==> run_1/clock_nets.png <==
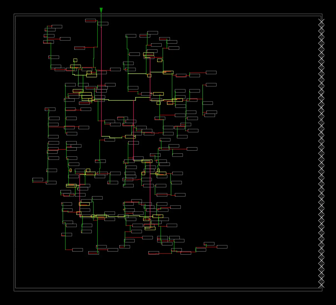
==> run_1/ff_map.png <==
Drawn at 1.5 px/um. Other sequential cells in the stronger gray, the rest of the logic in the fainter gray.
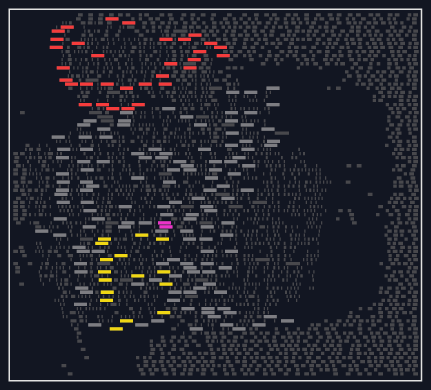
==> run_1/floorplan.png <==
Drawn at 1.5 px/um. Pins as bars on the die edge.
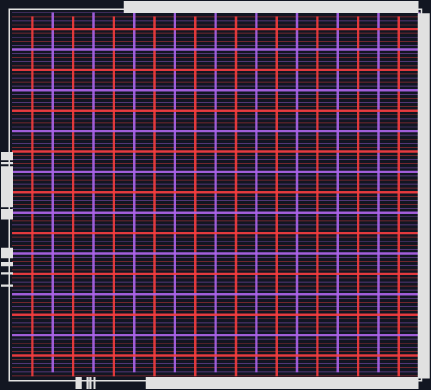
$ cat src/rtl/simframe_gen_multi_if.sv
// Stream bundle for the frame generator: pattern input stream plus frame output stream.
// The generator uses the slave modport; the pattern source and frame consumer use master.
interface simframe_gen_multi_if #(
  parameter int PATTERN_WIDTH = 32,
  parameter int OUTPUT_WIDTH  = 512
);
  logic [PATTERN_WIDTH-1:0] AXIS_IN_TDATA;
  logic                     AXIS_IN_TVALID;
  logic                     AXIS_IN_TREADY;
  logic [OUTPUT_WIDTH-1:0]  AXIS_OUT_TDATA;
  logic                     AXIS_OUT_TVALID;
  logic                     AXIS_OUT_TREADY;
  logic                     AXIS_OUT_TLAST;
  logic                     AXIS_OUT_TUSER;

  modport master (
    output AXIS_IN_TDATA, AXIS_IN_TVALID, AXIS_OUT_TREADY,
    input  AXIS_IN_TREADY, AXIS_OUT_TDATA, AXIS_OUT_TVALID, AXIS_OUT_TLAST, AXIS_OUT_TUSER
  );

  modport slave (
    input  AXIS_IN_TDATA, AXIS_IN_TVALID, AXIS_OUT_TREADY,
    output AXIS_IN_TREADY, AXIS_OUT_TDATA, AXIS_OUT_TVALID, AXIS_OUT_TLAST, AXIS_OUT_TUSER
  );
endinterface

$ cat src/rtl/simframe_gen_multi.sv
// Simulated-sensor frame generator: replicates each accepted pattern across the output bus
// for a configured number of frames, evolving the working pattern per the latched mode.
module simframe_gen_multi #(
  parameter int PATTERN_WIDTH = 32,
  parameter int OUTPUT_WIDTH  = 512,
  parameter int CNT_WIDTH     = 16
) (
  input  logic                 clk,
  input  logic                 resetn,
  input  logic [CNT_WIDTH-1:0] CYCLES_PER_ROW,
  input  logic [CNT_WIDTH-1:0] ROWS_PER_FRAME,
  input  logic [CNT_WIDTH-1:0] FRAMES_PER_PATTERN,
  input  logic [1:0]           MODE,
  simframe_gen_multi_if.slave  axis,
  output logic [31:0]          FRAME_COUNT,
  output logic                 BUSY
);

  localparam int LANES = OUTPUT_WIDTH / PATTERN_WIDTH;
  localparam logic [CNT_WIDTH-1:0]     CNT_ONE = {{(CNT_WIDTH-1){1'b0}}, 1'b1};
  localparam logic [PATTERN_WIDTH-1:0] PAT_ONE = {{(PATTERN_WIDTH-1){1'b0}}, 1'b1};

  typedef enum logic {IDLE, EMIT} state_t;

  state_t                   state_q;
  logic                     rdy_q;
  logic                     vld_q;
  logic                     user_q;
  logic [PATTERN_WIDTH-1:0] base_q;
  logic [PATTERN_WIDTH-1:0] work_q;
  logic [PATTERN_WIDTH-1:0] work_d;
  logic [1:0]               mode_q;
  logic [CNT_WIDTH-1:0]     cyc_q;
  logic [CNT_WIDTH-1:0]     row_q;
  logic [CNT_WIDTH-1:0]     frm_q;
  logic [CNT_WIDTH-1:0]     cyc_rl_q;
  logic [CNT_WIDTH-1:0]     row_rl_q;
  logic [31:0]              fcnt_q;

  logic out_hs;
  logic in_hs;
  logic last_beat;

  // A zero count means "one", so the remaining-count register is loaded with count-1 clamped at 0.
  function automatic logic [CNT_WIDTH-1:0] cnt_m1(input logic [CNT_WIDTH-1:0] x);
    return (x == '0) ? '0 : x - CNT_ONE;
  endfunction

  function automatic logic [PATTERN_WIDTH-1:0] rotl1(input logic [PATTERN_WIDTH-1:0] x);
    return {x[PATTERN_WIDTH-2:0], x[PATTERN_WIDTH-1]};
  endfunction

  // Working-pattern step for a non-final beat of a frame; mode 3 behaves as constant.
  function automatic logic [PATTERN_WIDTH-1:0] step_work(input logic [1:0]               m,
                                                         input logic [PATTERN_WIDTH-1:0] w,
                                                         input logic                     row_end);
    case (m)
      2'd1:    return w + PAT_ONE;
      2'd2:    return row_end ? rotl1(w) : w;
      default: return w;
    endcase
  endfunction

  assign out_hs    = vld_q & axis.AXIS_OUT_TREADY;
  assign last_beat = (cyc_q == '0) && (row_q == '0) && (frm_q == '0);
  assign work_d    = step_work(mode_q, work_q, cyc_q == '0);

  // In EMIT the input is only taken during the final handshake, giving a bubble-free handover.
  assign axis.AXIS_IN_TREADY = rdy_q | ((state_q == EMIT) & out_hs & last_beat);
  assign in_hs               = axis.AXIS_IN_TVALID & axis.AXIS_IN_TREADY;

  always_ff @(posedge clk or negedge resetn) begin
    if (!resetn) begin
      state_q  <= IDLE;
      rdy_q    <= 1'b0;
      vld_q    <= 1'b0;
      user_q   <= 1'b0;
      base_q   <= '0;
      work_q   <= '0;
      mode_q   <= 2'd0;
      cyc_q    <= '0;
      row_q    <= '0;
      frm_q    <= '0;
      cyc_rl_q <= '0;
      row_rl_q <= '0;
      fcnt_q   <= 32'd0;
    end else if (in_hs) begin
      // Pattern acceptance, from IDLE or as the handover at the end of the last frame.
      state_q  <= EMIT;
      rdy_q    <= 1'b0;
      vld_q    <= 1'b1;
      user_q   <= 1'b1;
      base_q   <= axis.AXIS_IN_TDATA;
      work_q   <= axis.AXIS_IN_TDATA;
      mode_q   <= MODE;
      cyc_q    <= cnt_m1(CYCLES_PER_ROW);
      row_q    <= cnt_m1(ROWS_PER_FRAME);
      frm_q    <= cnt_m1(FRAMES_PER_PATTERN);
      cyc_rl_q <= cnt_m1(CYCLES_PER_ROW);
      row_rl_q <= cnt_m1(ROWS_PER_FRAME);
      if (state_q == EMIT) begin
        fcnt_q <= fcnt_q + 32'd1;
      end
    end else begin
      case (state_q)
        IDLE: rdy_q <= 1'b1;
        EMIT: begin
          if (out_hs) begin
            user_q <= 1'b0;
            if (cyc_q != '0) begin
              cyc_q  <= cyc_q - CNT_ONE;
              work_q <= work_d;
            end else begin
              cyc_q <= cyc_rl_q;
              if (row_q != '0) begin
                row_q  <= row_q - CNT_ONE;
                work_q <= work_d;
              end else begin
                fcnt_q <= fcnt_q + 32'd1;
                row_q  <= row_rl_q;
                work_q <= base_q;
                if (frm_q != '0) begin
                  frm_q  <= frm_q - CNT_ONE;
                  user_q <= 1'b1;
                end else begin
                  vld_q   <= 1'b0;
                  rdy_q   <= 1'b1;
                  state_q <= IDLE;
                end
              end
            end
          end
        end
      endcase
    end
  end

  assign axis.AXIS_OUT_TDATA  = {LANES{work_q}};
  assign axis.AXIS_OUT_TVALID = vld_q;
  assign axis.AXIS_OUT_TLAST  = vld_q & (cyc_q == '0);
  assign axis.AXIS_OUT_TUSER  = vld_q & user_q;
  assign FRAME_COUNT          = fcnt_q;
  assign BUSY                 = (state_q == EMIT);

endmodule

$ cat src/flat_wrapper.sv
// flat-port wrapper written by rule: the top's interface ports become plain ports
module simframe_gen_multi_flat 
#(
  parameter int PATTERN_WIDTH = 32,
  parameter int OUTPUT_WIDTH  = 512,
  parameter int CNT_WIDTH     = 16
)
  (clk, resetn, CYCLES_PER_ROW, ROWS_PER_FRAME, FRAMES_PER_PATTERN, MODE, FRAME_COUNT, BUSY, axis_AXIS_IN_TDATA, axis_AXIS_IN_TVALID, axis_AXIS_OUT_TREADY, axis_AXIS_IN_TREADY, axis_AXIS_OUT_TDATA, axis_AXIS_OUT_TVALID, axis_AXIS_OUT_TLAST, axis_AXIS_OUT_TUSER);
  simframe_gen_multi_if #(.PATTERN_WIDTH(PATTERN_WIDTH), .OUTPUT_WIDTH(OUTPUT_WIDTH)) axis_i ();
  input  logic clk;
  input  logic resetn;
  input  logic [CNT_WIDTH-1:0] CYCLES_PER_ROW;
  input  logic [CNT_WIDTH-1:0] ROWS_PER_FRAME;
  input  logic [CNT_WIDTH-1:0] FRAMES_PER_PATTERN;
  input  logic [1:0] MODE;
  output logic [31:0] FRAME_COUNT;
  output logic BUSY;
  input wire logic [$bits(axis_i.AXIS_IN_TDATA)-1:0] axis_AXIS_IN_TDATA;
  input wire logic [$bits(axis_i.AXIS_IN_TVALID)-1:0] axis_AXIS_IN_TVALID;
  input wire logic [$bits(axis_i.AXIS_OUT_TREADY)-1:0] axis_AXIS_OUT_TREADY;
  output wire logic [$bits(axis_i.AXIS_IN_TREADY)-1:0] axis_AXIS_IN_TREADY;
  output wire logic [$bits(axis_i.AXIS_OUT_TDATA)-1:0] axis_AXIS_OUT_TDATA;
  output wire logic [$bits(axis_i.AXIS_OUT_TVALID)-1:0] axis_AXIS_OUT_TVALID;
  output wire logic [$bits(axis_i.AXIS_OUT_TLAST)-1:0] axis_AXIS_OUT_TLAST;
  output wire logic [$bits(axis_i.AXIS_OUT_TUSER)-1:0] axis_AXIS_OUT_TUSER;
  assign axis_i.AXIS_IN_TDATA = axis_AXIS_IN_TDATA;
  assign axis_i.AXIS_IN_TVALID = axis_AXIS_IN_TVALID;
  assign axis_i.AXIS_OUT_TREADY = axis_AXIS_OUT_TREADY;
  assign axis_AXIS_IN_TREADY = axis_i.AXIS_IN_TREADY;
  assign axis_AXIS_OUT_TDATA = axis_i.AXIS_OUT_TDATA;
  assign axis_AXIS_OUT_TVALID = axis_i.AXIS_OUT_TVALID;
  assign axis_AXIS_OUT_TLAST = axis_i.AXIS_OUT_TLAST;
  assign axis_AXIS_OUT_TUSER = axis_i.AXIS_OUT_TUSER;
  simframe_gen_multi #(.PATTERN_WIDTH(PATTERN_WIDTH), .OUTPUT_WIDTH(OUTPUT_WIDTH), .CNT_WIDTH(CNT_WIDTH)) u_core (.clk(clk), .resetn(resetn), .CYCLES_PER_ROW(CYCLES_PER_ROW), .ROWS_PER_FRAME(ROWS_PER_FRAME), .FRAMES_PER_PATTERN(FRAMES_PER_PATTERN), .MODE(MODE), .axis(axis_i), .FRAME_COUNT(FRAME_COUNT), .BUSY(BUSY));
endmodule
$ cat config.mk
export PLATFORM = sky130hd
export DESIGN_NAME = simframe_gen_multi_flat
export DESIGN_NICKNAME = d
export VERILOG_FILES = /design/src/rtl/simframe_gen_multi_if.sv /design/src/rtl/simframe_gen_multi.sv /design/src/flat_wrapper.sv
export SDC_FILE = /design/constraint.sdc
export NUM_CORES = 1
export LEC_CHECK = 0
export ABC_AREA = 1
export CAP_MARGIN = 20
export CELL_PAD_IN_SITES_DETAIL_PLACEMENT = 1
export CELL_PAD_IN_SITES_GLOBAL_PLACEMENT = 2
export CORE_ASPECT_RATIO = 0.9
export CORE_UTILIZATION = 25
export DETAILED_ROUTE_END_ITERATION = 10
export GPL_TIMING_DRIVEN = 0
export PLACE_DENSITY = 0.92
export SETUP_SLACK_MARGIN = 0.3
export SYNTH_ARGS = -nofsm -noshare
export SYNTH_HDL_FRONTEND = slang
export SYNTH_SLANG_ARGS = --single-unit
$ cat constraint.sdc
create_clock -name clk -period 5.1 [get_ports clk]
set_input_delay 1.02 -clock clk [delete_from_list [all_inputs] [get_ports clk]]
set_output_delay 1.02 -clock clk [all_outputs]
set_load 0.05 [all_outputs]
==> impl_metrics.toml, run 1 <==
# physical design summary
[sta]
whs_ns = 0.4764
clock.fmax_mhz = 217.3
finalClockSkew_ns = 0.01859
finalSetupViolCount = 0
tightest_slew_ns = 1.110
rsz0062_at_grt = "false"
slew_headroom = 0.2600
fin_crit_ns = 4.601
final_hold_viol_count = 0

[die]
fp_util = 0.2530
rows = 89

[finish]
syn_to_final_growth_pct = 49.42
diodes = 0
nNetsFinal = 3293

[logic_synthesis]
ys_area_um2 = 16620
area_leaders = "dfrtp_1 27%, buf_4 22%, nand2_1 18%, nor2_1 5.5%, nand3_1 4.8%"
synth_stat.cells = 2532
syn_area_per_cell_um2 = 6.566
synth.top_cell.area_share = 0.2740

[run_status]
violations = "design-rule violations"
status = "finished, violations left"

[flow_run]
max_cap_violations = 0

[worst_setup_path]
rr_startpoint = "u_core.cyc_q[0]$_DFFE_PN0P_"
reg2reg_to = "u_core.work_q[5]$_DFFE_PN0P_"
critPathCapture = "axis_AXIS_IN_TREADY"
r2r_cells = 13
cp_max_fo = 10
cp-end-kind = "output port"
regToRegSetupSlack_ns = 2.02
crit_type = "in -> out"

[grt]
gr-total-overflow = 0
grt_pass1_vias = 17500

[detailed_routing]
wl_um = 73310
drc_errors = 88
dr.pass1.iters = 8

[clock_network]
htree_levels = 4
post_cts_buffers = 0

[power_and_ir_drop]
power_density_nw_per_um2 = 832.2
p_leak_nw = 12.05

[place]
portBuffers = 634
gp_congestion = 0.8568
place_hpwl_um = 58550
Notes on clock_nets.png above:
CTS Buf Count: 17
clock distribution power: 1.37 mW
flop count: 182
clk_lat worst skew: 0.46 ns

Notes on ff_map.png above:
- `u_core.cyc_q`: yellow (sequential cells 16)
- `u_core.mode_q`: magenta (sequential cells 2)
- `u_core.FRAME_COUNT`: red (sequential cells 32)

Notes on floorplan.png above:
- VSS: red
- VDD: purple
- rows: 89
- met5 straps: 17
Die Ht: 246.6 um
Die Span X: 273.8 um

[run 1: registers in the layout (all words and copies together) (netlist names), 2 cells and up]
register,flops
u_core.FRAME_COUNT,32
u_core.cyc_rl_q,16
u_core.row_q,16
u_core.row_rl_q,16
u_core.work_q,32
u_core.base_q,32
u_core.cyc_q,16
u_core.frm_q,16
u_core.mode_q,2
[run 1: kinds of logic (layout without fill, tap and decap cells)]
group | after synthesis | count (layout) | synth area share
fa+ha+maj | 15 | 15 | 0.01129
simple gates | 1313 | 1313 | 0.3242
flops | 182 | 182 | 0.2740
xor+xnor | 98 | 98 | 0.05163
compound gates | 197 | 197 | 0.06239
buf+inv | 727 | 1400 | 0.2765
[run 1: power by group]
part	leakage, nW	switching, mW	total, mW	internal, mW
sequential	2.32	1.18	3.14	1.96
clock	0.288	0.648	1.37	0.717
combinational	9.44	10.0	16.2	6.13
[run 1: critical path, cell delays in order]
cell and delay [ns]:
clkdlybuf4s50_1 0.59, nand2_1 0.12, nor2_1 0.31, nand3_1 0.19
nand2_2 0.18, buf_2 0.28, clkdlybuf4s50_1 0.88
[run 1: final cells by class]
| class | instances | area, um2 | area share |
|---|---|---|---|
| sequential | 182 | 4554 | 0.1833 |
| buffer | 557 | 3958 | 0.1593 |
| clock inverter | 12 | 128.9 | 0.005188 |
| multi-input combinational | 1623 | 7478 | 0.3011 |
| inverter | 170 | 639.4 | 0.02574 |
| clock buffer | 20 | 456.7 | 0.01839 |
| tap | 864 | 1081 | 0.04352 |
| timing repair buffer | 641 | 6544 | 0.2634 |
[run 1: layer usage]
layer,global-route usage,share of wire,vias to the layer above
li1,-,-,8796
met1,0.2719,0.44,8569
met2,0.3684,0.49,487
met3,0.02671,0.049,59
met4,0.04535,0.016,4
met5,0,0.00029,-
[run 1: cells in the mapped netlist, types with 2 or more instances]
library cell	n
or2_2	5
o211ai_1	9
nor2_4	3
nand4_1	49
clkbuf_1	44
buf_4	483
nand3b_1	2
nor2_2	4
nand2_2	3
inv_2	2
nor3_1	26
o21ai_1	2
o22ai_1	5
clkinv_1	2
buf_6	3
o21ai_0	127
o21ai_2	2
dfrtp_1	182
nor2_1	245
nand3_1	161
xnor2_1	40
ha_1	15
nor4_1	4
inv_1	165
a21oi_1	49
nand2_1	803
nor3b_1	3
xor2_1	58
buf_2	25
buf_1	2
[run 1: per-stage QoR]
| step | cell area, um2 | cells | power [mW] | util | setup slack (ns) |
|---|---|---|---|---|---|
| 3_5_place_dp | 24190 | 4035 | 19.38 | 0.3683 | 0.5289 |
| 4_1_cts | 24780 | 4067 | 20.80 | 0.3772 | 0.3112 |
| 6_report | 24840 | 4069 | 20.67 | 0.3781 | 0.4989 |
| 3_3_place_gp | 24050 | 4030 | 19.17 | 0.3661 | -5.247 |
| 5_1_grt | 24840 | 4069 | 21.72 | 0.3781 | 0.3877 |
| 2_1_floorplan | 16620 | 2532 | 14.02 | - | 1.961 |
==> inputs of run 2 (changes only) <==
--- a/config.mk
+++ b/config.mk
@@ -10,10 +10,11 @@
 export CELL_PAD_IN_SITES_DETAIL_PLACEMENT = 1
 export CELL_PAD_IN_SITES_GLOBAL_PLACEMENT = 2
 export CORE_ASPECT_RATIO = 0.9
-export CORE_UTILIZATION = 25
+export CORE_UTILIZATION = 21
 export DETAILED_ROUTE_END_ITERATION = 10
 export GPL_TIMING_DRIVEN = 0
-export PLACE_DENSITY = 0.92
+export PLACE_DENSITY = 0.82
+export RECOVER_POWER = 100
 export SETUP_SLACK_MARGIN = 0.3
 export SYNTH_ARGS = -nofsm -noshare
 export SYNTH_HDL_FRONTEND = slang
==> constraint.sdc (replaced) <==
create_clock -name clk -period 3.9 [get_ports clk]
set_input_delay 0.78 -clock clk [delete_from_list [all_inputs] [get_ports clk]]
set_output_delay 0.78 -clock clk [all_outputs]
set_load 0.05 [all_outputs]
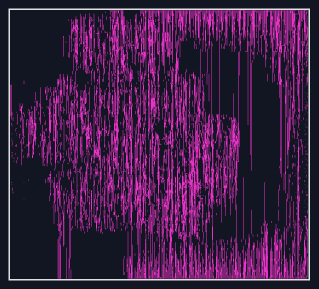
(run_2/m2.png)
Drawn at 1 px/um.
- share of all routed wire: 49%
- nets with wire on the layer: 2,621
- main direction: vertical
- wire length on this layer: 37.0 mm

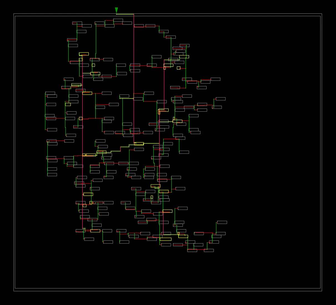
(run_2/clock_nets.png)
clock distribution power: 1.71 mW
clock buffers: 21
CTS sink count: 182

==> run 2 against run 1 <==
Compared with the run above:
- combinational power increased by 25%
- register-to-register slack got worse by 1.5 ns
- worst setup slack got worse by 0.20 ns
- critical path depth unchanged
- cell area increased by 0.48%
- wire length increased by 2.2%
- critical path type unchanged
- largest cell class unchanged
- critical endpoint unchanged
- global-route usage decreased by 2.8 points
- sequential power increased by about 30%
- first-iteration DRC count decreased by 24%
- clock skew decreased by 0.0052 ns
- the run ends with max-capacitance violations, max-slew violations left
- flip-flop count unchanged
==> impl_metrics.toml, run 2 <==
# physical design summary
[run_status]
status = "finished, violations left"
violations = "max-capacitance violations, max-slew violations"

[worst_setup_path]
cp_max_fo = 10
crit_type = "in -> out"
crit_slowest_cell = "dlygate4sd3_1"
regToRegSetupSlack_ns = 0.48
crit_path_max_incr_delay_ns = 0.64
reg2reg_to = "u_core.work_q[16]$_DFFE_PN0P_"

[place]
place_hpwl_um = 60340
gp_congestion = 0.8592

[power_and_ir_drop]
power_mw = 25.98
p_int_mw = 10.60
switching_power_mw = 15.38
sequentialPowerShare = 0.157
clkPwrFrac = 0.066
p_leak_nw = 12.86

[sta]
finalClockSkew_ns = 0.01337
slew_headroom = -0.3712
drv_slew = 75
finalSetupViolCount = 0

[clock_network]
cts_made_buffers = 17
clkLatencyLatePin_ns = 0.46

[die]
rows = 97
die-width_um = 298.6

[detailed_routing]
wl_met2_um = 37030
wl_met3_um = 2554
dr.pass1.iters = 5
maxUsedRoutingLayer = "met5"

[grt]
gr-total-overflow = 0
grt_pass1_vias = 17480

[logic_synthesis]
ys_area_um2 = 16620
common_cells = "803 x nand2_1, 483 x buf_4, 245 x nor2_1"

[flow_run]
max_cap_violations = 1
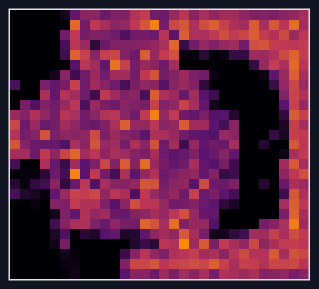
(run_2/util_map.png)
Drawn at 1 px/um. 30 x 27 tiles, from black (low) to pale yellow (high), 0 to 100% covered.
- emptiest ninth of the die: south-west
- nearly empty tiles: 22%
- fullest tile: 75%

## run 2: cell counts after synthesis
No cell type changed its count.
## run 2: cells by family (layout without fill, tap and decap cells)
family	Yosys count	count (layout)	share of synthesized area
compound gates	197	197	0.06239
xor+xnor	98	98	0.05163
fa+ha+maj	15	15	0.01129
buf+inv	727	1401	0.2765
flops	182	182	0.2740
other cells	0	2	0
simple gates	1313	1313	0.3242
## run 2: metrics by stage
| stage | setup WS [ns] | hold WS [ns] |
|---|---|---|
| 6_report | 0.3016 | 0.4721 |
| 4_1_cts | 0.2704 | 0.3049 |
| 5_1_grt | 0.1539 | 0.5008 |
| 3_5_place_dp | -0.1650 | 0.4561 |
| 3_3_place_gp | -6.389 | 0.4493 |
| 2_1_floorplan | 1.001 | 0.4367 |
## run 2: power groups by stage
| stage | clock network [mW] | registers (mW) | logic [mW] |
|---|---|---|---|
| 6_report | 1.71 | 4.08 | 20.2 |
| 5_1_grt | 1.82 | 4.27 | 21.3 |
| 4_1_cts | 1.76 | 4.24 | 21.2 |
| 3_5_place_dp | 0 | 4.27 | 21.1 |
| 3_3_place_gp | 0 | 4.31 | 20.9 |
| 2_1_floorplan | 0 | 4.08 | 14.3 |
## run 2: what timing repair did
item	in CTS	in global routing
pin swaps	0	1
resized	12	4
endpoints found under the setup margin	2	2
buffers inserted	0	3
## run 2: worst max-delay path by stage
stage / from / to / depth (start not counted)
3_5_place_dp: axis_AXIS_OUT_TREADY / axis_AXIS_IN_TREADY / 7
4_1_cts: u_core.cyc_q[0]$_DFFE_PN0P_ / axis_AXIS_OUT_TLAST / 8
2_1_floorplan: u_core.cyc_q[0]$_DFFE_PN0P_ / axis_AXIS_OUT_TLAST / 7
6_report: axis_AXIS_OUT_TREADY / axis_AXIS_IN_TREADY / 7
3_3_place_gp: resetn / u_core.work_q[16]$_DFFE_PN0P_ / 1
5_1_grt: u_core.cyc_q[0]$_DFFE_PN0P_ / axis_AXIS_OUT_TLAST / 8
## run 2: per-layer routing
metal | vias up | global-route usage
li1 | 8810 | -
met5 | - | 0
met3 | 44 | 0.01885
met1 | 8335 | 0.2426
met2 | 377 | 0.3181
met4 | 4 | 0.03659
## run 2: layout make-up
cell class / count / area, um2
Antenna cell: 2 / 5.005
Buffer: 557 / 3933
Clock buffer: 21 / 450.4
Clock inverter: 10 / 97.59
Fill cell: 9720 / 53080
Inverter: 170 / 639.4
Multi-Input combinational cell: 1623 / 7465
Sequential cell: 182 / 4554
Tap cell: 1039 / 1300
Timing Repair Buffer: 643 / 6515
## run 2: critical path: cells and delay by family
kind	cells	cell delay, ns
buffers and inverters	3	1.24
and+or+nand+nor	4	0.78
==> inputs of run 3 (changes only) <==
--- a/config.mk
+++ b/config.mk
@@ -11,6 +11,7 @@
 export CELL_PAD_IN_SITES_GLOBAL_PLACEMENT = 2
 export CORE_ASPECT_RATIO = 0.9
 export CORE_UTILIZATION = 21
+export CTS_CLUSTER_SIZE = 40
 export DETAILED_ROUTE_END_ITERATION = 10
 export GPL_TIMING_DRIVEN = 0
 export PLACE_DENSITY = 0.82
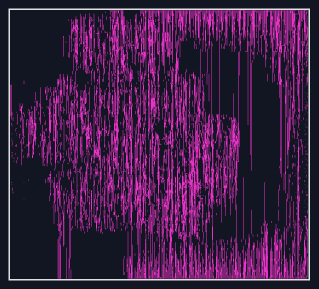
(run_3/m2.png)
Drawn at 1 px/um.
- share of all routed wire: 49%
- nets with wire on the layer: 2,621
- main direction: vertical
- wire length on this layer: 37.0 mm
GR Layer Usage met2: 0.3181
via count: 17,570

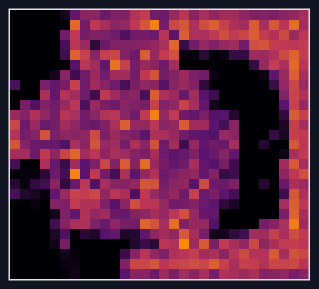
(run_3/util_map.png)
Drawn at 1 px/um. 30 x 27 tiles, from black (low) to pale yellow (high), 0 to 100% covered.
- mean over tiles: 30%
- nearly empty tiles: 22%
- fullest tile: 75%
fp util: 0.2130
final core occ: 0.3198
core area: 78,040 um2

==> run 3 against run 2 <==
Compared with the run above:
- the flow still finishes with violations (max-capacitance violations, max-slew violations)
- cell area unchanged
- flip-flop count unchanged
- area after synthesis unchanged
- critical path type unchanged
==> impl_metrics.toml, run 3 <==
# physical design summary
[worst_setup_path]
cp_top_family = "buffers and inverters"
reg2reg_to = "u_core.work_q[16]$_DFFE_PN0P_"
crit_type = "in -> out"
cp_num_buf_inv = 3
crit_slowest_cell = "dlygate4sd3_1"
cp_max_fo = 10

[logic_synthesis]
ys_area_um2 = 16620

[grt]
grt_pass1_vias = 17480
gr-total-overflow = 0

[place]
gp_congestion = 0.8592

[run_status]
status = "finished, violations left"
violations = "max-capacitance violations, max-slew violations"

[die]
rows = 97

[sta]
slew_headroom = -0.3712
whs_ns = 0.4721
drv_slew = 75

[clock_network]
cts_sinks = 182
clkLatencyLatePin_ns = 0.46

[finish]
fill_cells = 9720

[flow_run]
max_cap_violations = 1
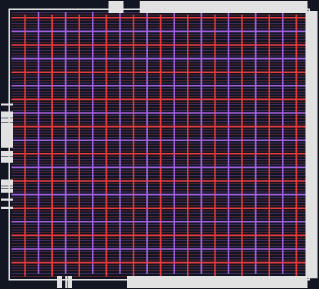
(run_3/floorplan.png)
Drawn at 1 px/um. Pins as bars on the die edge.
- VSS: red
- VDD: purple
- signal pins: 635
- met5 straps: 19
- met1 rails: 98
Die Ht: 268.9 um
Worst VDD drop: 645.2 uV
Die Span X: 298.6 um

==> run 3: cell counts after synthesis <==
Identical to the previous run, type by type.
==> run 3: cell families (layout without fill, tap and decap cells) <==
kind of cell	Yosys count	count (layout)	synth area share
AND/OR/NAND/NOR	1313	1313	0.3242
flip-flops	182	182	0.2740
other	0	2	0
XOR/XNOR	98	98	0.05163
AND-OR/OR-AND	197	197	0.06239
buffers and inverters	727	1401	0.2765
adder cells (fa/ha/maj)	15	15	0.01129
==> run 3: where the power goes <==
| part | switching, mW | internal (mW) |
|---|---|---|
| Combinational | 13.1 | 7.14 |
| Sequential | 1.52 | 2.57 |
| Clock | 0.810 | 0.899 |
| Total | 15.4 | 10.6 |
==> run 3: worst max path at each step <==
stage	slack, ns	cells past startpoint	start	end
floorplan	1.00	7	u_core.cyc_q[0]$_DFFE_PN0P_	axis_AXIS_OUT_TLAST
global placement	-6.39	1	resetn	u_core.work_q[16]$_DFFE_PN0P_
detailed placement	-0.16	7	axis_AXIS_OUT_TREADY	axis_AXIS_IN_TREADY
CTS	0.27	8	u_core.cyc_q[0]$_DFFE_PN0P_	axis_AXIS_OUT_TLAST
global route	0.15	8	u_core.cyc_q[0]$_DFFE_PN0P_	axis_AXIS_OUT_TLAST
finish	0.30	7	axis_AXIS_OUT_TREADY	axis_AXIS_IN_TREADY
==> run 3: stage by stage <==
| stage | power, mW | instance area (um2) | setup WS [ns] |
|---|---|---|---|
| floorplan | 18.33 | 16620 | 1.001 |
| global placement | 25.19 | 24270 | -6.389 |
| detailed placement | 25.40 | 24360 | -0.1650 |
| CTS | 27.18 | 24910 | 0.2704 |
| global route | 27.42 | 24950 | 0.1539 |
| finish | 25.98 | 24960 | 0.3016 |
==> run 3: worst register-to-register path: cells and delay by family, from the launching register on <==
family,cells,cell delay [ns]
flip-flops,1,0.38
AND/OR/NAND/NOR,9,1.13
AND-OR/OR-AND,1,0.33
buffers and inverters,3,1.25
adder cells (fa/ha/maj),1,0.24
==> run 3: layout make-up <==
class / count / area (um2) / share of cell area
antenna: 2 / 5.005 / 0.0002005
tap: 1039 / 1300 / 0.05209
multi-input combinational: 1623 / 7465 / 0.2991
buffer: 557 / 3933 / 0.1576
sequential: 182 / 4554 / 0.1825
clock inverter: 10 / 97.59 / 0.003910
inverter: 170 / 639.4 / 0.02562
timing repair buffer: 643 / 6515 / 0.2610
clock buffer: 21 / 450.4 / 0.01805
==> run 3: what timing repair did <==
action | CTS | global route
setup endpoints to repair | 2 | 2
gates resized | 12 | 4
setup buffers | 0 | 3
pin swaps | 0 | 1
==> run 3: layer usage <==
layer,wire length (um),vias up,global-route usage,share of wire
li1,-,8810,-,-
met1,34550,8335,0.2426,0.46
met2,37030,377,0.3181,0.49
met3,2554,44,0.01885,0.034
met4,776,4,0.03659,0.010
met5,27,-,0,0.00036
Power figures rest on the tool's default switching activity, not on a simulated workload.
